Figure 1. Met2 routing (run 1).
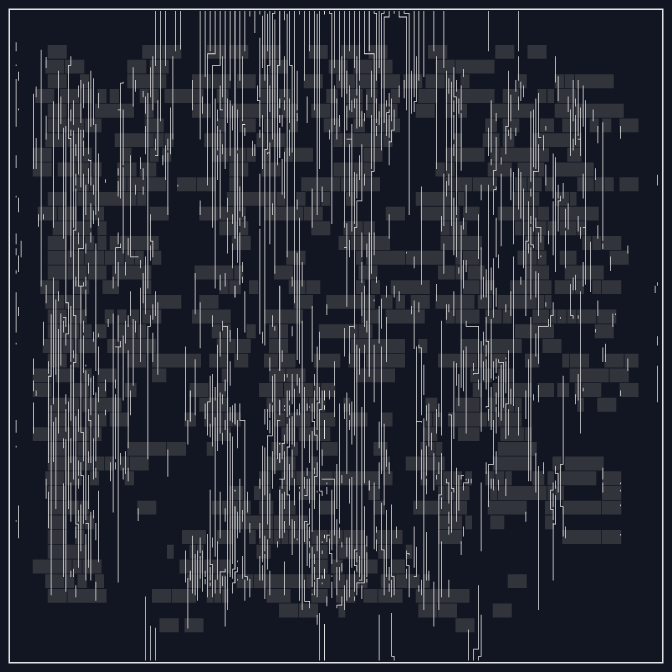
Figure 2. Clock network drawn from the DEF (run 1).
Bar = 20 um.
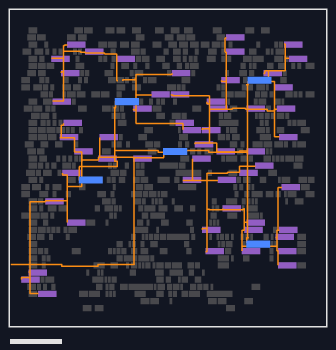
Figure 3. Placed cells, one colour a class (run 1).
Bar = 20 um.
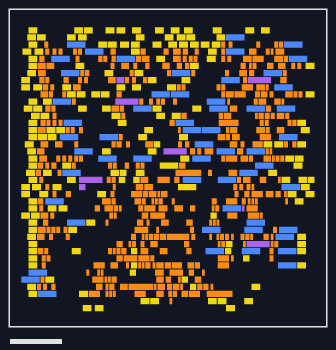
<file path="config.mk">
export PLATFORM = sky130hd
export DESIGN_NAME = pulse_tx_frame_scheduler
export DESIGN_NICKNAME = d
export VERILOG_FILES = /design/src/rtl/pulse_tx_sched_pkg.sv /design/src/rtl/pulse_tx_rr_arbiter.sv /design/src/rtl/pulse_tx_frame_scheduler.sv
export SDC_FILE = /design/constraint.sdc
export NUM_CORES = 1
export LEC_CHECK = 0
export CAP_MARGIN = 30
export CORE_MARGIN = 4
export CORE_UTILIZATION = 30
export CTS_CLUSTER_DIAMETER = 30
export DETAILED_ROUTE_END_ITERATION = 8
export PLACE_DENSITY_LB_ADDON = 0.1
export SLEW_MARGIN = 20
export SYNTH_ARGS = -nofsm -noshare
export SYNTH_HDL_FRONTEND = slang
export SYNTH_HIERARCHICAL = 1
export SYNTH_SLANG_ARGS = --single-unit
export TNS_END_PERCENT = 5
</file>
<file path="constraint.sdc">
create_clock -name clk -period 5.7 [get_ports clk]
set_clock_uncertainty 0.2 [all_clocks]
set_input_delay 1.14 -clock clk [delete_from_list [all_inputs] [get_ports clk]]
set_output_delay 1.14 -clock clk [all_outputs]
set_load 0.01 [all_outputs]
</file>
<file path="src/rtl/pulse_tx_sched_pkg.sv">
// Shared definitions for the pulse-transmitter frame scheduler.
//   - sched_state_e : scheduler FSM states
//   - descriptor field offsets/widths for one 23-bit frame descriptor slice
//   - ID_W          : width of a requester index (supports up to 8 requesters)
package pulse_tx_sched_pkg;

  typedef enum logic [1:0] {
    StIdle  = 2'd0,
    StStart = 2'd1,
    StRun   = 2'd2,
    StGap   = 2'd3
  } sched_state_e;

  // Descriptor layout: [6:0] end_index, [13:7] loopback_index,
  // [21:14] loop_count, [22] carrier_en.
  localparam int unsigned DESC_W       = 23;
  localparam int unsigned END_LSB      = 0;
  localparam int unsigned END_W        = 7;
  localparam int unsigned LOOPBACK_LSB = 7;
  localparam int unsigned LOOPBACK_W   = 7;
  localparam int unsigned COUNT_LSB    = 14;
  localparam int unsigned COUNT_W      = 8;
  localparam int unsigned CARRIER_BIT  = 22;

  localparam int unsigned ID_W = 3;

endpackage

</file>
<file path="src/rtl/pulse_tx_rr_arbiter.sv">
// Combinational round-robin pick.
// Searches req starting at ptr+1 (wrapping at NUM_REQ-1) and returns the first
// set bit. The pointer register is owned by the parent.
//   req        in   per-requester request levels
//   ptr        in   index of the last winner
//   winner_oh  out  one-hot winner (zero when no request)
//   winner_idx out  binary index of the winner
//   any_req    out  at least one request pending
module pulse_tx_rr_arbiter
  import pulse_tx_sched_pkg::*;
#(
  parameter int unsigned NUM_REQ = 4
) (
  input  logic [NUM_REQ-1:0] req,
  input  logic [ID_W-1:0]    ptr,
  output logic [NUM_REQ-1:0] winner_oh,
  output logic [ID_W-1:0]    winner_idx,
  output logic               any_req
);

  logic [ID_W-1:0]    cand;
  logic [NUM_REQ-1:0] cand_oh;

  always_comb begin
    winner_oh  = '0;
    winner_idx = '0;
    any_req    = 1'b0;
    cand       = ptr;
    cand_oh    = '0;
    for (int unsigned i = 0; i < NUM_REQ; i++) begin
      // Step to the next candidate; '>=' also folds any out-of-range pointer.
      cand    = (cand >= ID_W'(NUM_REQ - 1)) ? '0 : cand + 1'b1;
      cand_oh = NUM_REQ'(1) << cand;
      if (!any_req && ((req & cand_oh) != '0)) begin
        winner_oh  = cand_oh;
        winner_idx = cand;
        any_req    = 1'b1;
      end
    end
  end

endmodule

</file>
<file path="src/rtl/pulse_tx_frame_scheduler.sv">
// Pulse-transmitter frame scheduler.
// Shares one pulse-transmitter engine between NUM_REQ requesters with
// round-robin arbitration. Per frame it latches the winner's descriptor,
// raises the engine start level, follows the engine active level until the
// frame ends (or is aborted), then holds start low for a programmable guard gap
// before reporting completion and accepting the next request.
//
// Optional build macro PULSE_TX_SCHED_TIMEOUT_EN: adds a START watchdog of
// TIMEOUT_CYCLES cycles and the timeout_err output.
//
// Ports:
//   clk, rst_n    clock, synchronous active-low reset
//   req           per-requester request level, held until its gnt bit
//   desc_flat     per-requester 23-bit descriptors, requester i at [i*23 +: 23]
//   gap_cycles    guard gap after each frame (GAP lasts gap_cycles+1 cycles)
//   abort         terminate the frame in flight (ignored in IDLE/GAP)
//   eng_active    engine output-valid level
//   eng_start     engine start level (engine resets while low)
//   eng_cfg       latched descriptor of the frame in flight
//   gnt           one-hot 1-cycle grant pulse
//   done          one-hot 1-cycle completion pulse (first GAP cycle)
//   done_aborted  qualifies done: frame was aborted or timed out
//   busy          scheduler not idle
//   active_id     index of the current/last granted requester
//   timeout_err   (macro only) START watchdog expired, pulses with done
module pulse_tx_frame_scheduler
  import pulse_tx_sched_pkg::*;
#(
  parameter int unsigned NUM_REQ        = 4,
  parameter int unsigned GAP_W          = 16,
  parameter int unsigned TIMEOUT_CYCLES = 255
) (
  input  logic                      clk,
  input  logic                      rst_n,
  input  logic [NUM_REQ-1:0]        req,
  input  logic [NUM_REQ*DESC_W-1:0] desc_flat,
  input  logic [GAP_W-1:0]          gap_cycles,
  input  logic                      abort,
  input  logic                      eng_active,
  output logic                      eng_start,
  output logic [DESC_W-1:0]         eng_cfg,
  output logic [NUM_REQ-1:0]        gnt,
  output logic [NUM_REQ-1:0]        done,
  output logic                      done_aborted,
  output logic                      busy,
  output logic [ID_W-1:0]           active_id
`ifdef PULSE_TX_SCHED_TIMEOUT_EN
  ,
  output logic                      timeout_err
`endif
);

  if (NUM_REQ < 2 || NUM_REQ > 8) begin : g_bad_num_req
    $error("NUM_REQ must be in 2..8");
  end
  if (TIMEOUT_CYCLES < 1) begin : g_bad_timeout
    $error("TIMEOUT_CYCLES must be at least 1");
  end

  sched_state_e        state_q, state_d;
  logic [ID_W-1:0]     ptr_q, ptr_d;
  logic                eng_start_q, eng_start_d;
  logic [DESC_W-1:0]   eng_cfg_q, eng_cfg_d;
  logic [NUM_REQ-1:0]  gnt_q, gnt_d;
  logic [NUM_REQ-1:0]  done_q, done_d;
  logic                done_aborted_q, done_aborted_d;
  logic [ID_W-1:0]     active_id_q, active_id_d;
  logic [GAP_W-1:0]    gap_cnt_q, gap_cnt_d;

  logic                enter_gap;
  logic                gap_aborted;

  logic [NUM_REQ-1:0]  win_oh;
  logic [ID_W-1:0]     win_idx;
  logic                any_req;
  logic [DESC_W-1:0]   win_desc;

`ifdef PULSE_TX_SCHED_TIMEOUT_EN
  localparam int unsigned WD_W = (TIMEOUT_CYCLES > 1) ? $clog2(TIMEOUT_CYCLES) : 1;
  logic [WD_W-1:0] wd_cnt_q, wd_cnt_d;
  logic            timeout_err_q, timeout_err_d;
`endif

  pulse_tx_rr_arbiter #(
    .NUM_REQ (NUM_REQ)
  ) u_arbiter (
    .req        (req),
    .ptr        (ptr_q),
    .winner_oh  (win_oh),
    .winner_idx (win_idx),
    .any_req    (any_req)
  );

  // Descriptor of the current winner; constant loop index keeps the mux simple.
  always_comb begin
    win_desc = '0;
    for (int unsigned i = 0; i < NUM_REQ; i++) begin
      if (win_oh[i]) begin
        win_desc = desc_flat[i*DESC_W +: DESC_W];
      end
    end
  end

  always_comb begin
    state_d        = state_q;
    ptr_d          = ptr_q;
    eng_start_d    = eng_start_q;
    eng_cfg_d      = eng_cfg_q;
    gnt_d          = '0;
    done_d         = '0;
    done_aborted_d = 1'b0;
    active_id_d    = active_id_q;
    gap_cnt_d      = gap_cnt_q;
    enter_gap      = 1'b0;
    gap_aborted    = 1'b0;
`ifdef PULSE_TX_SCHED_TIMEOUT_EN
    wd_cnt_d       = wd_cnt_q;
    timeout_err_d  = 1'b0;
`endif

    unique case (state_q)
      StIdle: begin
        if (any_req) begin
          state_d     = StStart;
          eng_start_d = 1'b1;
          gnt_d       = win_oh;
          eng_cfg_d   = win_desc;
          active_id_d = win_idx;
          ptr_d       = win_idx;
`ifdef PULSE_TX_SCHED_TIMEOUT_EN
          wd_cnt_d    = '0;
`endif
        end
      end

      StStart: begin
        if (abort) begin
          enter_gap   = 1'b1;
          gap_aborted = 1'b1;
        end else if (eng_active) begin
          state_d = StRun;
`ifdef PULSE_TX_SCHED_TIMEOUT_EN
        end else if (wd_cnt_q == WD_W'(TIMEOUT_CYCLES - 1)) begin
          // Engine never came up: finish the frame as an abort.
          enter_gap     = 1'b1;
          gap_aborted   = 1'b1;
          timeout_err_d = 1'b1;
        end else begin
          wd_cnt_d = wd_cnt_q + 1'b1;
`endif
        end
      end

      StRun: begin
        // abort wins over a coincident eng_active fall.
        if (abort) begin
          enter_gap   = 1'b1;
          gap_aborted = 1'b1;
        end else if (!eng_active) begin
          enter_gap = 1'b1;
        end
      end

      StGap: begin
        if (gap_cnt_q == '0) begin
          state_d = StIdle;
        end else begin
          gap_cnt_d = gap_cnt_q - 1'b1;
        end
      end

      default: begin
        state_d = StIdle;
      end
    endcase

    // Common frame-end path: done is registered so it lands in the first GAP cycle.
    if (enter_gap) begin
      state_d        = StGap;
      eng_start_d    = 1'b0;
      gap_cnt_d      = gap_cycles;
      done_d         = NUM_REQ'(1) << active_id_q;
      done_aborted_d = gap_aborted;
    end
  end

  always_ff @(posedge clk) begin
    if (!rst_n) begin
      state_q        <= StIdle;
      ptr_q          <= ID_W'(NUM_REQ - 1);
      eng_start_q    <= 1'b0;
      eng_cfg_q      <= '0;
      gnt_q          <= '0;
      done_q         <= '0;
      done_aborted_q <= 1'b0;
      active_id_q    <= '0;
      gap_cnt_q      <= '0;
`ifdef PULSE_TX_SCHED_TIMEOUT_EN
      wd_cnt_q       <= '0;
      timeout_err_q  <= 1'b0;
`endif
    end else begin
      state_q        <= state_d;
      ptr_q          <= ptr_d;
      eng_start_q    <= eng_start_d;
      eng_cfg_q      <= eng_cfg_d;
      gnt_q          <= gnt_d;
      done_q         <= done_d;
      done_aborted_q <= done_aborted_d;
      active_id_q    <= active_id_d;
      gap_cnt_q      <= gap_cnt_d;
`ifdef PULSE_TX_SCHED_TIMEOUT_EN
      wd_cnt_q       <= wd_cnt_d;
      timeout_err_q  <= timeout_err_d;
`endif
    end
  end

  assign eng_start    = eng_start_q;
  assign eng_cfg      = eng_cfg_q;
  assign gnt          = gnt_q;
  assign done         = done_q;
  assign done_aborted = done_aborted_q;
  assign busy         = (state_q != StIdle);
  assign active_id    = active_id_q;
`ifdef PULSE_TX_SCHED_TIMEOUT_EN
  assign timeout_err  = timeout_err_q;
`endif

endmodule

</file>
==> results.ini, run 1 <==
[cells_and_area]
diodes=0
fill_cells=1270
nonClkBufAreaFrac_pct=29.0
final_cells=799

[synth]
yosysCellCount=490
yosysWarningCount=6
ff_type=dfxtp_1

[grt]
grt_most_used_layer=met2
use_met2_pct=32.3
grt_max_degree=50

[setup_path]
critPathTopFamily=simple AND/OR/NAND/NOR gates
worstSetupPathType=register to register
crit_path_end_kind=register
crit_top_cell=ha_2

[clocking]
cts_root_buffer=clkbuf_16
cts_buffer_depth=2
insertion_delay_ns=0.30
htreeDepth=2
cts_resized=0

[routing]
num_vias=4212
drc=0
wl_met2_mm=6.77
wl_per_cell_um=17.1

[run]
maxCapViolations=0

[status]
outcome=completed

[timing]
setup_viol=0
setup-tns-final_ns=0

[placed_design]
gp_congestion=0.920
dpl_cell_area_sq_um=5550
place_ws_ns=0.0141
place_inst=791

[min_path]
min_from=gap_cnt_q[9]

## Picture notes: Figure 1
share of all routed wire	50%
main direction	vertical
nets with wire on the layer	625
wire length on this layer	6770 um
longest straight run	53.9 um

## Picture notes: Figure 2
[purple] flip-flops | count: 56
[blue] clock-net drivers | count: 5
[orange] clock wires | length: 868 um
routed clock nets	6
flops lie	spread over the die

## Picture notes: Figure 3
colour	class	cells	share of their area
purple	clock drivers and dummy loads	8	2.6%
yellow	remaining buffers and delay cells	168	30%
orange	remaining logic cells	399	47%
blue	registers	56	20%

## Run 2: what changed since run 1
--- a/config.mk
+++ b/config.mk
@@ -10,7 +10,7 @@
 export CORE_UTILIZATION = 30
 export CTS_CLUSTER_DIAMETER = 30
 export DETAILED_ROUTE_END_ITERATION = 8
-export PLACE_DENSITY_LB_ADDON = 0.1
+export PLACE_DENSITY = 0.63
 export SLEW_MARGIN = 20
 export SYNTH_ARGS = -nofsm -noshare
 export SYNTH_HDL_FRONTEND = slang
Figure 4. Placed cells, one colour a class (run 2).
Bar = 20 um.
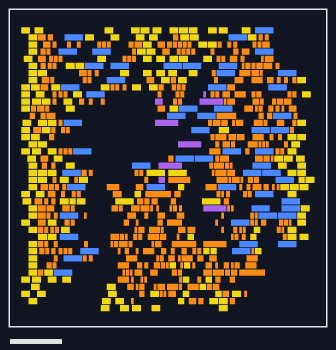
colour	class	cells	share of their area
orange	remaining logic cells	399	46%
blue	registers	56	20%
yellow	remaining buffers and delay cells	175	31%
purple	clock drivers and dummy loads	8	2.6%
flop share of the area: 19.2%
Post-Route Utilization: 47.8%
Placement Rows: 40

Figure 5. Clock network drawn from the DEF (run 2).
Bar = 20 um.
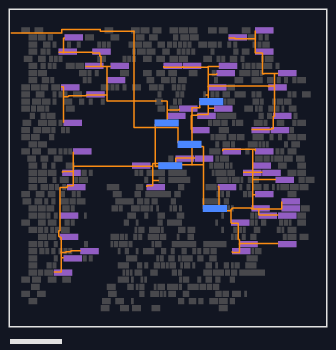
[purple] flip-flops | count: 56
[blue] clock-net drivers | count: 5
[orange] clock wires | length: 738 um
routed clock nets	6

Figure 6. Selected gate families (run 2).
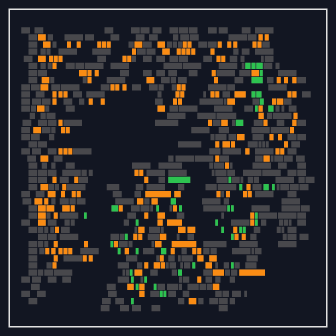
colour	family	cells	most used
orange	aoi and oai cells	182	a21oi_1
green	nand cells	47	nand2_1

==> results.ini, run 2 <==
[cells_and_area]
fill_cells=1245
diodes=0

[status]
outcome=completed

[clocking]
cts_root_buffer=clkbuf_16
cts_buffer_depth=2
cts_resized=2

[min_path]
min_from=active_id[1]

[placed_design]
gp_congestion=0.947
place_inst=794
dpl_cell_area_sq_um=5600

[synth]
yosysWarningCount=6
yosysCellCount=490

[grt]
grt_max_degree=48
grt_most_used_layer=met2
use_met2_pct=30.6

[routing]
wl_per_cell_um=16.7
num_vias=4206

[setup_path]
critPathTopFamily=simple AND/OR/NAND/NOR gates
crit_path_end_kind=register

[timing]
setup-tns-final_ns=0

[run]
maxCapViolations=0

## Run 3: what changed since run 2
--- a/config.mk
+++ b/config.mk
@@ -10,6 +10,7 @@
 export CORE_UTILIZATION = 30
 export CTS_CLUSTER_DIAMETER = 30
 export DETAILED_ROUTE_END_ITERATION = 8
+export GPL_TIMING_DRIVEN = 0
 export PLACE_DENSITY = 0.63
 export SLEW_MARGIN = 20
 export SYNTH_ARGS = -nofsm -noshare
==> constraint.sdc (replaced) <==
create_clock -name clk -period 4.65 [get_ports clk]
set_clock_uncertainty 0.2 [all_clocks]
set_input_delay 0.93 -clock clk [delete_from_list [all_inputs] [get_ports clk]]
set_output_delay 0.93 -clock clk [all_outputs]
set_load 0.01 [all_outputs]
Figure 7. Met2 routing (run 3).
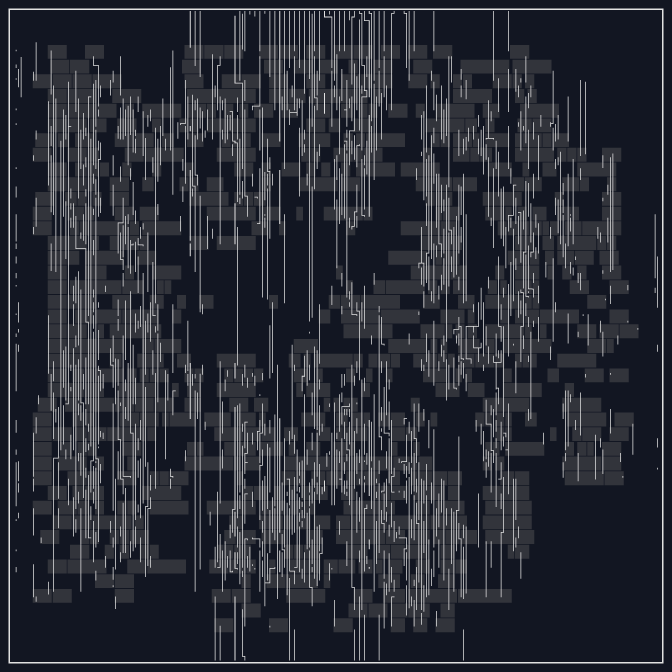
share of all routed wire	47%
wire length on this layer	6900 um
longest straight run	59.5 um
nets with wire on the layer	673
met2 Usage GRT: 32.3%
Routed WL: 14.8 mm
vias: 4526

Figure 8. Placement view (run 3).
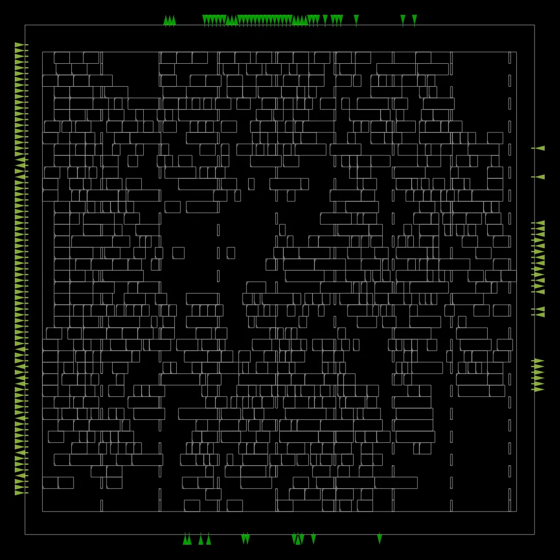
flip-flops: 56
fillers: 1231

Figure 9. Selected gate families (run 3).
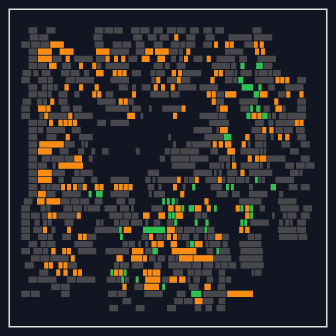
colour	family	cells	most used
orange	aoi and oai cells	182	a21oi_1
green	nand cells	47	nand2_1

==> results.ini, run 3 <==
[routing]
drc=0
wl_met2_mm=6.90

[cells_and_area]
diodes=0
nonClkBufAreaFrac_pct=31.2

[setup_path]
crit_path_end_kind=register
critPathTopFamily=simple AND/OR/NAND/NOR gates

[status]
violations=setup timing
outcome=finished with violations

[placed_design]
place_inst=809
gp_congestion=0.890
place_ws_ns=-1.12

[grt]
grt_most_used_layer=met2

[clocking]
cts_resized=52
insertion_delay_ns=0.31
cts_buffer_depth=2
cts_root_buffer=clkbuf_16

[min_path]
min_from=active_id[1]

[timing]
setup_viol=29
worst_slack_ns=-0.362
setup-tns-final_ns=-7.46

[run]
maxCapViolations=0

